==> config.mk <==
export PLATFORM = sky130hd
export DESIGN_NAME = icache_mshr_ctrl
export DESIGN_NICKNAME = d
export VERILOG_FILES = /design/src/rtl/icache_mshr_ctrl.sv
export SDC_FILE = /design/constraint.sdc
export NUM_CORES = 2
export LEC_CHECK = 0
export ABC_AREA = 1
export CORE_MARGIN = 2
export CORE_UTILIZATION = 44
export DETAILED_ROUTE_END_ITERATION = 10
export PLACE_DENSITY = 0.63
export SLEW_MARGIN = 15
export SYNTH_ARGS = -nofsm -noshare
export SYNTH_HDL_FRONTEND = slang
export SYNTH_SLANG_ARGS = --single-unit
==> constraint.sdc <==
create_clock -name clk -period 6.8 [get_ports clk]
set_input_delay 1.36 -clock clk [delete_from_list [all_inputs] [get_ports clk]]
set_output_delay 1.36 -clock clk [all_outputs]
set_load 0.02 [all_outputs]
Figure 1. Wiring by layer.
Scale: 2 px per µm.
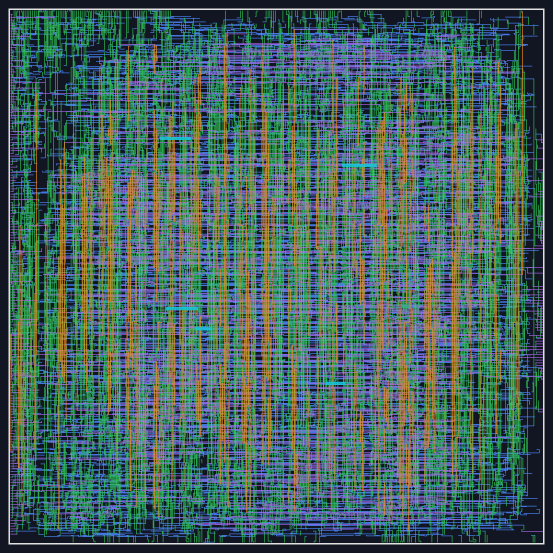
[purple] met3 | wire length: 28.8 mm
[blue] met1 | wire length: 66.1 mm
[cyan] met5 | wire length: 58.6 µm
[green] met2 | wire length: 76.3 mm
[orange] met4 | wire length: 20.5 mm
DR WL/cell: 30.4 µm
WL final: 192 mm

Figure 2. Clock distribution.
Scale: 1 px per µm.
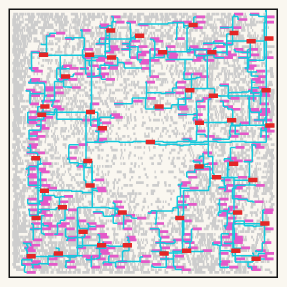
[red] cells driving clock nets | count: 47
[magenta] flip-flops | count: 389
[cyan] clock wires | length: 6210 µm
routed clock nets: 48
clk latency late pin: 640 ps
clock network power: 2.91 mW
Clk pwr share: 0.183
Clock Skews: 42.4 ps

Figure 3. Supply network.
Scale: 1.5 px per µm. Pins as bars on the die edge.
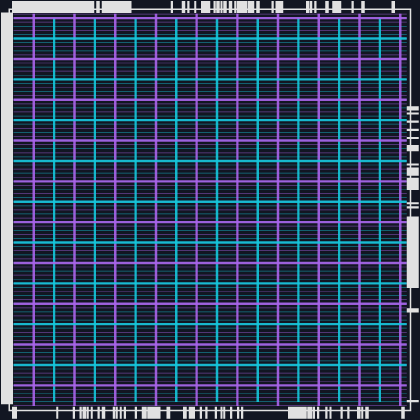
[purple] VSS
[cyan] VDD
met1 rails: 97
met5 straps: 19
met4 straps: 19
rows: 96
die height: 267 µm
maximum VDD drop: 0.295 mV
core area: 0.0685 mm²
die width: 267 µm

==> results_slide.txt <==
Flow Results at a Glance

Outcome
  • Status: finished clean

GRT
  • Initial antenna violation count: 13
  • Met3 Use GR: 0.196
  • Gr ovfl total: 0
  • Vias in the first global route: 36.0k
  • First-pass GRT wire length: 264 mm
  • Grt met2 use: 0.750
  • GRT Util Overall: 0.526
  • Largest net degree at the start of global routing: 126
  • Met1 GRT Util: 0.629

Power and ir drop
  • Net Sw Frac: 0.524
  • Total power: 15.9 mW
  • Comb pwr: 8.42 mW
  • Top pwr grp: combinational cells
  • Seq group: 4.61 mW
  • Leakage dissipation: 18.8 nW
  • Logic pwr share: 0.528
  • PD cells: 407 mW/mm²
  • Sequential Power Share: 0.289
  • Sw power: 8.36 mW

Logic synthesis
  • YS chip area: 0.0303 mm²
  • Seq share, synth: 0.321
  • Synth Warn #: 0
  • Most frequent cells after synthesis: 1182 x nand2_1, 771 x nor2_1, 567 x o21ai_0
  • Synthesized area: 0.0303 mm²
  • Top FF cell, synth: dfrtp_1
  • Post-synth EDFFs: 0
  • Top-area cell type share of the netlist area: 0.320
  • Top cells by area, synth: dfrtp_1 32%, nand2_1 15%, nor2_1 9.5%, o21ai_0 9.4%, inv_1 6.5%
  • Area leader, netlist: dfrtp_1
  • Asr flop ratio synth: 1.00
  • Post-synth regs: 389

Drt
  • DR WL met3: 28.8 mm
  • Final ANT Viol Nets: 0
  • Met1 WL: 66.1 mm
  • Max Used Layer: met5
  • Metal2 WL: 76.3 mm
  • DR DRC count: 0
  • Vias per cell: 6.26
  • Vias: 39.4k

Setup path
  • Cell family with most CP delay: simple AND/OR/NAND/NOR gates
  • CP arrival: 5390 ps
  • Data required, critical path: 5440 ps
  • CP endpoint kind: output pin
  • Critical path's most frequent cell: nand2_1
  • Worst stage delay on the critical path: 530 ps
  • Crit path cell chain: clkdlybuf4s50_1 > inv_2 > nand4_1 > nand4_1 > nor3_4 > inv_1 > nand2_1 > clkinv_2 > buf_12 > nand3_1 > nand3_1 > o21bai_1 > nand2_1 > o21ai_0 > nor2_1 > nand2_1 > nor2_1 > nand2_1 > nor2_1 > nand2_2 > a21oi_1 > buf_4 > buf_4
  • WP buf/inv: 7
  • Critical Path Fanout Max: 51
  • Critical path type: in2out
  • Critical path's slowest cell: clkdlybuf4s50_1
  • Worst path depth: 23

Cells and area
  • Nets@finish: 5581
  • Clock network area share: 0.0441
  • NonClk Buf Share: 0.182
  • Util after Layout: 0.572
  • Comb_multi_in: 3589
  • Seq. cell area: 0.00974 mm²
  • Flop count: 389
  • Top cell category: combinational gates
  • Largest register FFs: 244
  • Clock buffers: 61
  • Non-Clock Buffer Count: 760
  • Comb area share: 0.440
  • Final instance area: 0.0392 mm²
  • Layout cell share with drive strength beyond 1: 0.0978
  • Final non-filler cell total: 6300
  • Seq area share: 0.248

Clocking
  • Total CTS buffers: 47
  • CTS H-tree lvls: 2
  • Post-CTS resize count: 2
  • CTS tree: yes
  • Sink Count: 389
  • Hold buffer count at cts: 0
  • Post-CTS setup buffers: 0
  • Clock tree buffer depth: 3
  • Clock root cell: clkbuf_16

Floorplanning
  • Fp util: 0.443
  • Top-Level Pins: 465
  • Well Taps: 882
  • # rows: 96

Placement
  • DP Worst Slack: -27.5 ps
  • Placement Cell Area: 0.0372 mm²
  • Post-DP HPWL: 151 mm
  • RD Place Congestion: 1.19
  • PortBufs: 454

STA
  • Fin crit share: 0.993
  • Fmax: 148 MHz
  • Worst slew pin tran: 1080 ps
  • Hold Vio Cnt, Final: 0
  • Max_slew headroom: 0.274
  • Tmin final: 6750 ps
  • Worst hold slack: 495 ps

Flow run
  • Tally of OpenROAD warnings: 35

Worst hold path
  • Min-delay worst type: reg2reg
  • Cell count of the worst hold path: 2
==> cell usage in the layout, fill, tap and decap left out, types with 8 or more instances in the layout <==
| cell | netlist | layout |
|---|---|---|
| o21bai_1 | 15 | 13 |
| nand3_1 | 281 | 279 |
| o21ai_2 | 8 | 8 |
| nand2_2 | 7 | 11 |
| o21ai_1 | 20 | 25 |
| o22ai_1 | 159 | 159 |
| buf_12 | 0 | 22 |
| clkdlybuf4s50_1 | 0 | 435 |
| nand3b_1 | 20 | 20 |
| inv_1 | 522 | 517 |
| nor4_1 | 104 | 96 |
| clkinv_2 | 0 | 11 |
| dlymetal6s2s_1 | 0 | 14 |
| nor2_1 | 771 | 760 |
| clkbuf_16 | 0 | 48 |
| inv_2 | 56 | 58 |
| nand2_1 | 1182 | 1177 |
| o21ai_0 | 567 | 562 |
| nor4_2 | 2 | 10 |
| xnor2_1 | 76 | 76 |
| a21oi_1 | 42 | 42 |
| bufinv_16 | 0 | 10 |
| nor2_2 | 7 | 16 |
| dfrtp_1 | 388 | 388 |
| buf_4 | 53 | 287 |
| a221oi_1 | 21 | 20 |
| diode_2 | 0 | 10 |
| xor2_1 | 101 | 101 |
| nor2_4 | 6 | 8 |
| nor3_1 | 49 | 49 |
| nand4_1 | 97 | 97 |
==> cell families (layout without fill, tap and decap cells) <==
group | count (synthesis) | after routing | synth area share
and+or+nand+nor | 2547 | 2547 | 0.356
buffers and inverters | 865 | 1430 | 0.116
AOI/OAI and AO/OA | 852 | 852 | 0.154
DFF | 389 | 389 | 0.321
xor gates and xnor gates | 177 | 177 | 0.0511
adders and majority gates | 6 | 6 | 0.00248
other | 1 | 17 | 0.000124
==> tightest hold or removal path: stages, from the launching register on <==
cell and delay (ps):
dfrtp_1 340, nand2_1 50, o21ai_0 60
No activity file was given, so power comes from the tool's default toggle rates.
